===== config.mk =====
export PLATFORM = sky130hd
export DESIGN_NAME = microwave_timer_ctrl
export DESIGN_NICKNAME = d
export VERILOG_FILES = /design/src/rtl/microwave_timer_ctrl.sv
export SDC_FILE = /design/constraint.sdc
export NUM_CORES = 1
export LEC_CHECK = 0
export ABC_CLOCK_PERIOD_IN_PS = 3430
export CORE_MARGIN = 1.5
export CORE_UTILIZATION = 47
export DETAILED_ROUTE_END_ITERATION = 6
export GPL_TIMING_DRIVEN = 0
export PLACE_DENSITY = 0.79
export SLEW_MARGIN = 40
export SYNTH_ARGS = -nofsm -noshare
export SYNTH_HDL_FRONTEND = slang
export SYNTH_SLANG_ARGS = --single-unit

===== constraint.sdc =====
create_clock -name clk -period 3.43 [get_ports clk]
set_input_delay 0.686 -clock clk [delete_from_list [all_inputs] [get_ports clk]]
set_output_delay 0.686 -clock clk [all_outputs]
set_load 0.05 [all_outputs]

===== src/rtl/microwave_timer_ctrl.sv =====
// -----------------------------------------------------------------------------
// microwave_timer_ctrl
//   Microwave oven cook-timer controller. Digits are entered on a keypad
//   in IDLE, shifting in from the right. start begins cooking, and each
//   1 Hz tick counts the MM:SS time down. The door or stop/clear pauses
//   cooking. Reaching 00:00 ends in DONE.
//
// Ports
//   clk           in   system clock, rising edge active
//   reset         in   asynchronous active-low reset
//   tick_1hz      in   one-clk pulse per second
//   key_valid     in   one-clk keypad strobe
//   key_digit     in   [3:0] keypad value, sampled with key_valid
//   start         in   one-clk start request
//   stop_clear    in   one-clk stop/clear request
//   door_closed   in   level, 1 = door closed
//   min_tens      out  [2:0] BCD minutes tens (0-5)
//   min_ones      out  [3:0] BCD minutes ones (0-9)
//   sec_tens      out  [2:0] BCD seconds tens (0-5)
//   sec_ones      out  [3:0] BCD seconds ones (0-9)
//   state         out  [1:0] IDLE=0 RUN=1 PAUSE=2 DONE=3
//   magnetron_on  out  1 while cooking (decoded from the state register)
//   done          out  1 while in DONE (decoded from the state register)
// -----------------------------------------------------------------------------
module microwave_timer_ctrl (
  input  logic       clk,
  input  logic       reset,
  input  logic       tick_1hz,
  input  logic       key_valid,
  input  logic [3:0] key_digit,
  input  logic       start,
  input  logic       stop_clear,
  input  logic       door_closed,
  output logic [2:0] min_tens,
  output logic [3:0] min_ones,
  output logic [2:0] sec_tens,
  output logic [3:0] sec_ones,
  output logic [1:0] state,
  output logic       magnetron_on,
  output logic       done
);

  typedef enum logic [1:0] {
    ST_IDLE  = 2'd0,
    ST_RUN   = 2'd1,
    ST_PAUSE = 2'd2,
    ST_DONE  = 2'd3
  } state_t;

  state_t     state_r, state_s;
  logic [2:0] min_tens_r, min_tens_s;
  logic [3:0] min_ones_r, min_ones_s;
  logic [2:0] sec_tens_r, sec_tens_s;
  logic [3:0] sec_ones_r, sec_ones_s;
  logic       is_zero_s;
  logic       is_one_s;
  logic       key_ok_s;

  // One-second BCD decrement with a borrow chain. The caller guarantees the
  // time is non-zero, so min_tens never underflows.
  function automatic logic [13:0] dec_time(input logic [2:0] mt, input logic [3:0] mo,
                                           input logic [2:0] st, input logic [3:0] so);
    logic [2:0] mt_v;
    logic [3:0] mo_v;
    logic [2:0] st_v;
    logic [3:0] so_v;
    mt_v = mt;
    mo_v = mo;
    st_v = st;
    so_v = so;
    if (so != 4'd0) begin
      so_v = so - 4'd1;
    end else begin
      so_v = 4'd9;
      if (st != 3'd0) begin
        st_v = st - 3'd1;
      end else begin
        st_v = 3'd5;
        if (mo != 4'd0) begin
          mo_v = mo - 4'd1;
        end else begin
          mo_v = 4'd9;
          mt_v = mt - 3'd1;
        end
      end
    end
    return {mt_v, mo_v, st_v, so_v};
  endfunction

  // Time-value decodes used by the next-state logic.
  always_comb begin
    is_zero_s = (min_tens_r == 3'd0) && (min_ones_r == 4'd0) &&
                (sec_tens_r == 3'd0) && (sec_ones_r == 4'd0);
    is_one_s  = (min_tens_r == 3'd0) && (min_ones_r == 4'd0) &&
                (sec_tens_r == 3'd0) && (sec_ones_r == 4'd1);
    // A key is taken only if every digit stays in range after the shift.
    key_ok_s  = (key_digit <= 4'd9) && (sec_ones_r <= 4'd5) && (min_ones_r <= 4'd5);
  end

  // Next-state and next-time logic. Inputs are tested in fixed priority order
  // (door open, stop_clear, start, tick, key). The first one that applies wins.
  always_comb begin
    state_s    = state_r;
    min_tens_s = min_tens_r;
    min_ones_s = min_ones_r;
    sec_tens_s = sec_tens_r;
    sec_ones_s = sec_ones_r;
    case (state_r)
      ST_IDLE: begin
        if (!door_closed) begin
          state_s = ST_IDLE;
        end else if (stop_clear) begin
          {min_tens_s, min_ones_s, sec_tens_s, sec_ones_s} = 14'd0;
        end else if (start) begin
          state_s = ST_RUN;
          if (is_zero_s) begin
            sec_tens_s = 3'd3;
          end else begin
            sec_tens_s = sec_tens_r;
          end
        end else if (tick_1hz) begin
          state_s = ST_IDLE;
        end else if (key_valid && key_ok_s) begin
          min_tens_s = min_ones_r[2:0];
          min_ones_s = {1'b0, sec_tens_r};
          sec_tens_s = sec_ones_r[2:0];
          sec_ones_s = key_digit;
        end else begin
          state_s = ST_IDLE;
        end
      end
      ST_RUN: begin
        if (!door_closed || stop_clear) begin
          state_s = ST_PAUSE;
        end else if (start) begin
          state_s = ST_RUN;
        end else if (tick_1hz) begin
          // 00:00 cannot normally be running. If it is, finish rather than wrap.
          if (is_zero_s) begin
            state_s = ST_DONE;
          end else begin
            {min_tens_s, min_ones_s, sec_tens_s, sec_ones_s} =
              dec_time(min_tens_r, min_ones_r, sec_tens_r, sec_ones_r);
            if (is_one_s) begin
              state_s = ST_DONE;
            end else begin
              state_s = ST_RUN;
            end
          end
        end else begin
          state_s = ST_RUN;
        end
      end
      ST_PAUSE: begin
        if (!door_closed) begin
          state_s = ST_PAUSE;
        end else if (stop_clear) begin
          state_s = ST_IDLE;
          {min_tens_s, min_ones_s, sec_tens_s, sec_ones_s} = 14'd0;
        end else if (start) begin
          state_s = ST_RUN;
        end else begin
          state_s = ST_PAUSE;
        end
      end
      ST_DONE: begin
        {min_tens_s, min_ones_s, sec_tens_s, sec_ones_s} = 14'd0;
        if (!door_closed || stop_clear) begin
          state_s = ST_IDLE;
        end else begin
          state_s = ST_DONE;
        end
      end
      default: begin
        state_s = ST_IDLE;
        {min_tens_s, min_ones_s, sec_tens_s, sec_ones_s} = 14'd0;
      end
    endcase
  end

  // State and digit registers, cleared asynchronously by reset.
  always_ff @(posedge clk or negedge reset) begin
    if (!reset) begin
      state_r    <= ST_IDLE;
      min_tens_r <= 3'd0;
      min_ones_r <= 4'd0;
      sec_tens_r <= 3'd0;
      sec_ones_r <= 4'd0;
    end else begin
      state_r    <= state_s;
      min_tens_r <= min_tens_s;
      min_ones_r <= min_ones_s;
      sec_tens_r <= sec_tens_s;
      sec_ones_r <= sec_ones_s;
    end
  end

  // Output mapping. The two status flags decode straight off the state
  // register, so reset drops them at once.
  always_comb begin
    min_tens     = min_tens_r;
    min_ones     = min_ones_r;
    sec_tens     = sec_tens_r;
    sec_ones     = sec_ones_r;
    state        = state_r;
    magnetron_on = (state_r == ST_RUN);
    done         = (state_r == ST_DONE);
  end

endmodule


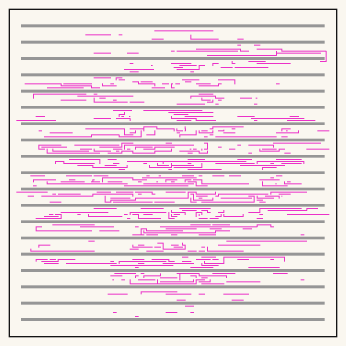
*M1 wires, run 1*
Drawn at 6 px/um. Supply wires on this layer in gray.
- main direction: horizontal
- longest straight run: 19.8 um
- nets with wire on the layer: 155
- wire length on this layer: 1270 um
vias post-DR: 1126
met1 usage: 25.5%
Routed WL: 2930 um

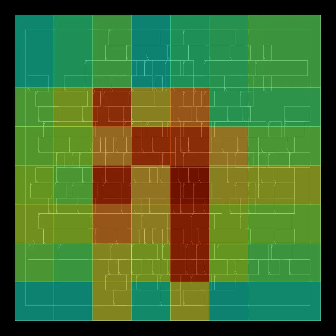
*Track usage over the die, run 1*
GRT Max-Usage Layer: met2
GRT Util Overall: 22.1%
met2 Usage GRT: 39.8%
Routed wire per std cell: 15.5 um
utilization after layout: 63.6%

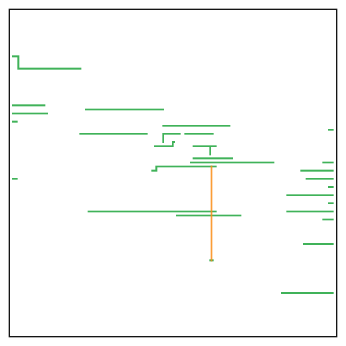
*Wiring by layer, run 1*
Drawn at 6 px/um. Only two layers are drawn.
- orange: M4 (wire length 15.6 um)
- green: M3 (wire length 185 um)

==> qor.yml, run 1 <==
final_timing:
  hold_slack_ns: 0.298
  relSlewSlack_pct: 66.0
  rsz0062_at_grt: "no"
  setup-violations-final: 0
  slew_viol_final: 0
detailed_routing:
  dr_wl_met2_um: 1460
  avgViaCountPerCell: 5.96
  wl_met3_um: 185
pwr:
  p_switching_uw: 630
  ir_worst_vdd_uv: 564
  leakagePower_uw: 0.000682
  p_int_uw: 607
placement:
  place_inst: 185
  io_buffers: 27
layout:
  final_layout_top_logic_cells: "26 x clkdlybuf4s50_1, 16 x dfrtp_1, 11 x inv_1"
  comb_area_share_pct: 48.6
  nClkBuffers: 4
  fill_cells: 232
critical_path:
  crit_path_start: "state[1]"
  max_stage_delay_ns: 0.84
  crit_family: "buffers and inverters"
  rrSetupSlack_ns: 1.21
  crit_buf_inv: 2
floorplanning:
  die_w_um: 54.3
clocking:
  clock_sinks: 16
  clockBufferDepth: 2
  clk_pin_slew_ns: 0.10
  cts_buffers: 3
logic_synthesis:
  simple_gate_share_pct: 20.3
  synth_top_area_share_pct: 32.4
  top_cell: "dfrtp_1"
  largest_area_cell: "dfrtp_1"
  yosys_warnings: 0
status:
  outcome: "completed"
grt:
  grt_max_degree: 17
  first_global_vias: 1110
  grtUsageMet3_pct: 5.74
-- run 1: flip-flops by register name, indices dropped and copies added (netlist names) --
name      cells
min_ones      4
state         2
min_tens      3
sec_ones      4
sec_tens      3
-- run 1: worst min path at each step --
stage                            from     endpoint  slack [ns]  cells after the start
after floorplan                 reset  min_ones[0]        0.39                      0
after global placement    min_tens[1]  min_tens[1]        0.54                      2
after CTS                 min_tens[1]  min_tens[1]        0.58                      2
after global routing            reset  sec_ones[1]        0.30                      1
after detailed placement  min_tens[1]  min_tens[1]        0.56                      2
final                           reset  min_tens[2]        0.30                      1
-- run 1: power groups by stage --
stage,registers (uW),clock network (uW),logic (uW)
5_1_grt,342,140,835
4_1_cts,329,130,782
2_1_floorplan,516,0,372
6_report,331,126,781
3_5_place_dp,332,0,778
3_3_place_gp,328,0,764
## Run 2: what changed since run 1
--- a/config.mk
+++ b/config.mk
@@ -5,9 +5,9 @@
 export SDC_FILE = /design/constraint.sdc
 export NUM_CORES = 1
 export LEC_CHECK = 0
-export ABC_CLOCK_PERIOD_IN_PS = 3430
+export ABC_CLOCK_PERIOD_IN_PS = 2390
 export CORE_MARGIN = 1.5
-export CORE_UTILIZATION = 47
+export CORE_UTILIZATION = 45
 export DETAILED_ROUTE_END_ITERATION = 6
 export GPL_TIMING_DRIVEN = 0
 export PLACE_DENSITY = 0.79
==> constraint.sdc (replaced) <==
create_clock -name clk -period 2.39 [get_ports clk]
set_input_delay 0.478 -clock clk [delete_from_list [all_inputs] [get_ports clk]]
set_output_delay 0.478 -clock clk [all_outputs]
set_load 0.05 [all_outputs]
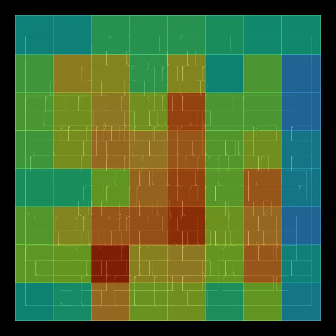
*Track usage over the die, run 2*
GRT Util Overall: 18.6%
met1 usage: 25.2%

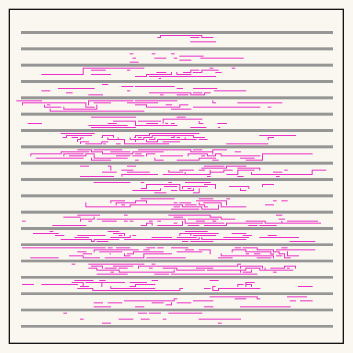
*M1 wires, run 2*
Drawn at 6 px/um. Supply wires on this layer in gray.
vias post-DR: 1110
Routed WL: 2780 um

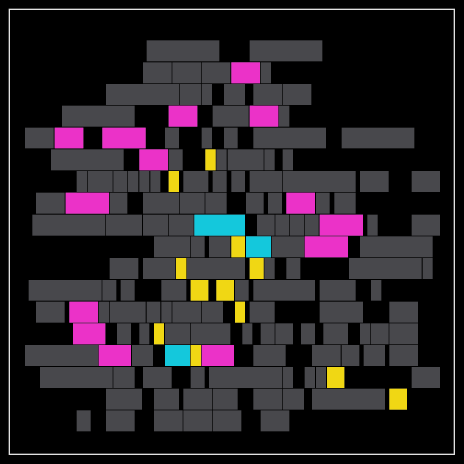
*Selected gate families, run 2*
Drawn at 8 px/um.
- yellow: nand cells (cells 12; most used nand2_1)
- cyan: non-inverting ao/oa cells (cells 3; most used a22o_1)
- magenta: mux cells (cells 14; most used mux2i_1)
Comb/total area: 48.6%
final std cells w/o fill: 189
Top cell excl fill/tap: clkdlybuf4s50_1

==> qor.yml, run 2 <==
placement:
  place_inst: 185
  place_congestion: 0.893
  hpwl_um: 2060
  pre_cts_ws_ns: 0.0684
  io_buffers: 27
logic_synthesis:
  ys_types: 45
  area_leaders: "dfrtp_1 32%, ha_1 7.1%, mux2i_1 5.7%, mux2_4 4.9%, a21oi_1 4.0%"
  largest_area_cell: "dfrtp_1"
  top_cell: "dfrtp_1"
  avgSynthCellArea_um2: 9.67
  yosys_warnings: 0
  synth_top_area_share_pct: 32.4
  async_flop_share_pct: 100
  synth_seq_share_pct: 32.4
  ys.flop_type: "dfrtp_1"
  yosys_cells: 128
  ys_seq_elements: 16
run:
  max_cap_viol_count: 0
  warning_count: 29
detailed_routing:
  met1_length_um: 1290
  wl_met3_um: 132
  firstDrtPassIters: 4
  routedWlPerCell_um: 14.7
  avgViaCountPerCell: 5.87
  drc: 0
  dr_wl_met2_um: 1280
  drt-initial-drc-count: 51
  ant_nets: 0
clocking:
  clockBufferDepth: 2
  ctsRootBufferMaster: "clkbuf_4"
  cts_buffers: 3
  cts_max_level: 1
  clock_sinks: 16
  clk_pin_slew_ns: 0.11
  clkLatencyLatePin_ns: 0.30
  cts_resized: 1
layout:
  areaGrowthSynthToFinish_pct: 27.3
  seq-cell-share_pct: 25.4
  nClkBuffers: 4
  bufAreaShareNonClock_pct: 18.4
  num-multi-input-gates: 96
  finalNetCount: 178
  final_layout_top_logic_cells: "25 x clkdlybuf4s50_1, 16 x dfrtp_1, 11 x inv_1"
  dominant_cells: "multi-input combinational cells"
  diodes: 0
  clk_share_pct: 2.30
  fin_area_um2: 1580
  fill_cells: 223
critical_path:
  worstSetupPathType: "register to output port"
  reg2reg_depth: 7
  start_kind: "register"
  crit_arrival_ns: 1.81
  crit_path_start: "state[0]"
  cp_max_fo: 9
  rrSetupSlack_ns: 0.16
pwr:
  leakagePower_uw: 0.000686
  maxPowerGroup: "combinational logic"
  sequentialPower_uw: 466
  pwr-share-seq_pct: 26.4
  p_int_uw: 870
  power_clock_uw: 189
  ir_worst_vdd_uv: 698
  combPwrFrac_pct: 62.9
  power_density_nw_per_um2: 1120
  p_switching_uw: 897
  swShare_pct: 50.8
  comb_power_uw: 1110
final_timing:
  setup-violations-final: 0
  skew_ns: 0.00853
  rsz0062_at_grt: "no"
  min_period_over_period_pct: 95.7
  hold_slack_ns: 0.0731
  final.setup.tns_ns: 0
  relSlewSlack_pct: 64.9
  fin_ws_ns: 0.104
  slew_viol_final: 0
  max_freq_mhz: 437
floorplanning:
  num_io_pins: 29
  rows: 18
  tapCellCount: 30
  core_area_um2: 2540
  die_w_um: 55.4
grt:
  grt_pass1_wl_um: 4500
  grt_antenna_before_repair: 0
  grt_busiest_layer: "met2"
  grtUsageMet3_pct: 2.81
  first_global_vias: 954
  grt_max_degree: 17
  grtUsageMet2_pct: 29.6
status:
  outcome: "completed"
-- run 2: cell counts after synthesis --
Identical to the previous run, type by type.
-- run 2: cells by family after synthesis --
| kind of cell | Yosys count | share of synthesized area (%) |
|---|---|---|
| xor gates and xnor gates | 2 | 1.42 |
| buffers and inverters | 16 | 5.76 |
| and+or+nand+nor | 38 | 20.3 |
| muxes | 14 | 13.2 |
| AOI/OAI and AO/OA | 35 | 19.8 |
| DFF | 16 | 32.4 |
| adders and majority gates | 7 | 7.08 |
-- run 2: critical path, cell delays in order, from the launching register on --
cell and delay [ns]:
dfrtp_1 0.52, and2_1 0.19, clkdlybuf4s50_1 0.80
-- run 2: metrics by stage --
stage	utilization [%]	total power, uW
finish	61.9	1770
global route	61.9	1870
CTS	62.1	1770
detailed placement	60.7	1580
global placement	60.7	1560
floorplan	-	1270
Power and IR drop assume default switching activity.
